==> config.mk <==
export PLATFORM = sky130hd
export DESIGN_NAME = xyolo_packer
export DESIGN_NICKNAME = d
export VERILOG_FILES = /design/src/rtl/xyolo_packer.sv
export SDC_FILE = /design/constraint.sdc
export NUM_CORES = 1
export LEC_CHECK = 0
export CORE_MARGIN = 2
export CORE_UTILIZATION = 58
export DETAILED_ROUTE_END_ITERATION = 10
export PLACE_DENSITY = 0.81
export SYNTH_ARGS = -nofsm -noshare
export SYNTH_HDL_FRONTEND = slang
export SYNTH_SLANG_ARGS = --single-unit
==> constraint.sdc <==
create_clock -name clk -period 4 [get_ports clk]
set_input_delay 0.6 -clock clk [delete_from_list [all_inputs] [get_ports clk]]
set_output_delay 0.6 -clock clk [all_outputs]
set_load 0.02 [all_outputs]
congestion_map.png
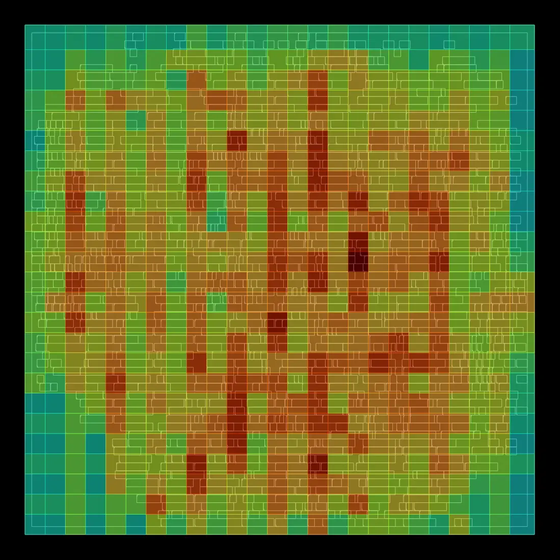
GRT Util Overall: 24.3%
met1 GRT Util: 34.6%
GRT busiest layer: met2
GRT met3 Usage: 4.51%
final core occ: 70.3%

class_map.png
Scale bar: 50 um. Fill, decap, tap and diode cells in gray.
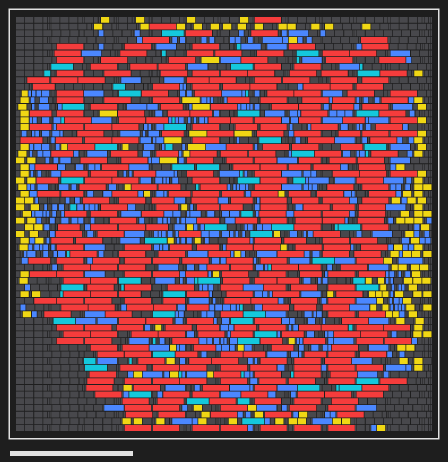
[registers] red | cells: 416
[remaining logic cells] blue | cells: 516
[clock drivers and dummy loads] cyan | cells: 76
[remaining buffers and delay cells] yellow | cells: 174
Post-Layout Inst Area: 20100 um^2
flop share of the area: 60.0%
Placement Rows: 62
Placeable Area: 28500 um^2

util_map.png
The die is cut into 17 by 17 equal tiles; white is low, dark blue is high, 0 to 100% covered.
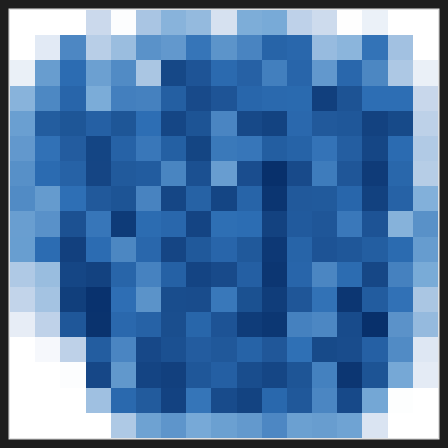
emptiest ninth of the die: bottom left
mean over tiles: 65%
nearly empty tiles: 8.3%
tiles over 75% full: 52%
fullest tile: 100%
fp_density: 58.7%

m4.png
Scale bar: 50 um. Supply wires on this layer in gray.
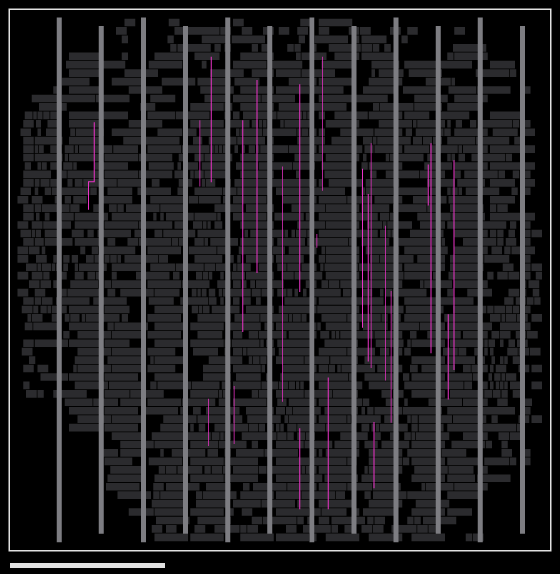
nets with wire on the layer: 18
main direction: vertical
longest straight run: 75.5 um
share of all routed wire: 2.7%
drt total wl: 36100 um
via count: 9451

==> flow_metrics.tcl <==
# implementation run metrics
set metrics [dict create \
    hold_buffers 0 \
    ys_chip_area_um2 16800 \
    fp_nets 1047 \
    die_x_um 174 \
    io_pins 134 \
    synth_warnings 0 \
    status "finished, final reports clean" \
    wl_per_cell_um 23.1 \
    max_freq_mhz 269 \
    hold_viol 0 \
    syn2layout_area_growth_pct 19.7 \
    max_slew.worst_pin.slew_ps 1050 \
    flop_cell "edfxtp_1" \
    drive_above_1_share_pct 17.0 \
    total_power_uw 14600 \
    edf_count 324 \
    gp_congestion 0.807 \
    cts_tree "yes" \
    grt_pass1_vias 9708 \
    antenna_found_initial 0 \
    drc 0 \
    port_buffers 133 \
    crit_path_max_incr_delay_ps 900 \
    hold_ws_ps 219 \
    yosys.stat.seqShare_pct 71.8 \
    grt_max_degree 72 \
    leakagePower_uw 0.00697 \
    fin_worst_skew_ps 18.9 \
    numSynthFlops 416 \
    place_inst 1490 \
    ys_sh_aoi_pct 6.12 \
    fin_setup_tns_ps 0 \
    critical_path.endpoint_type "output pin" \
    grt_overflow 0 \
    path_buffers 2 \
    simple_gate_area_share_pct 6.40 \
    synthArstFlopShare_pct 22.1 \
    cp.required_ps 3400 \
    largest_register_ffs 256 \
    ys_top_cells_by_area "edfxtp_1 58%, dfrtp_1 14%, mux4_2 11%" \
    worst_r2r_path_depth 4 \
    drt_iter0_drc 898 \
    final_cells 1566 \
    mux_share_pct 11.3 \
    synth_top_cell_by_area "edfxtp_1" \
    p_per_area_nw_per_um2 726 \
    min_period_over_period_pct 93.1 \
    netlist_area_um2 16800 \
]
## metrics by stage
| stage | setup WS, ps | cell area, um^2 | utilization, % |
|---|---|---|---|
| floorplan | 342 | 16800 | - |
| global placement | 775 | 18800 | 65.8 |
| detailed placement | 675 | 18800 | 65.8 |
| CTS | 180 | 20100 | 70.3 |
| global route | 81.1 | 20100 | 70.3 |
| finish | 278 | 20100 | 70.3 |
## per-layer routing
layer / global-route usage, % / up-vias / wire, um
li1: - / 4122 / -
met1: 34.6 / 4810 / 14600
met2: 39.0 / 464 / 17500
met3: 4.51 / 55 / 3020
met4: 7.77 / 0 / 975
met5: 0 / - / 0
## area by class of cell
| class | instances | area [um^2] | share of cell area [%] |
|---|---|---|---|
| Sequential cell | 416 | 12000 | 60.0 |
| Multi-Input combinational cell | 445 | 4250 | 21.2 |
| Inverter | 71 | 267 | 1.33 |
| Clock inverter | 9 | 50.0 | 0.249 |
| Timing Repair Buffer | 174 | 1750 | 8.72 |
| Clock buffer | 67 | 1230 | 6.11 |
| Tap cell | 384 | 480 | 2.39 |
## cells in the final DEF (no fill, tap or decap), types with 7 or more instances in the layout
cell	n
dfrtp_1	90
edfxtp_1	324
buf_4	33
buf_12	9
inv_1	71
nor2_1	42
clkdlybuf4s50_1	132
o2bb2ai_1	45
and2_1	81
xnor2_1	9
o21ai_0	12
clkbuf_1	18
nand4_1	7
ha_1	10
o22ai_1	61
nand2_1	18
clkbuf_16	43
nand3_1	7
mux4_2	80
## logic make-up (layout without fill, tap and decap cells)
kind of cell             count (synthesis)  in the layout
buffers and inverters                  125            321
flip-flops                             416            416
adder cells (fa/ha/maj)                 11             11
XOR/XNOR                                12             12
AND-OR/OR-AND                          142            142
multiplexers                            88             88
AND/OR/NAND/NOR                        192            192
## power by group
group	switching [uW]	internal (uW)	total (uW)	leakage (uW)
clock network	1530	2100	3620	0.000616
logic	2620	2480	5100	0.00215
registers	470	5370	5840	0.00420
total	4620	9950	14600	0.00697
Power and IR drop assume default switching activity.
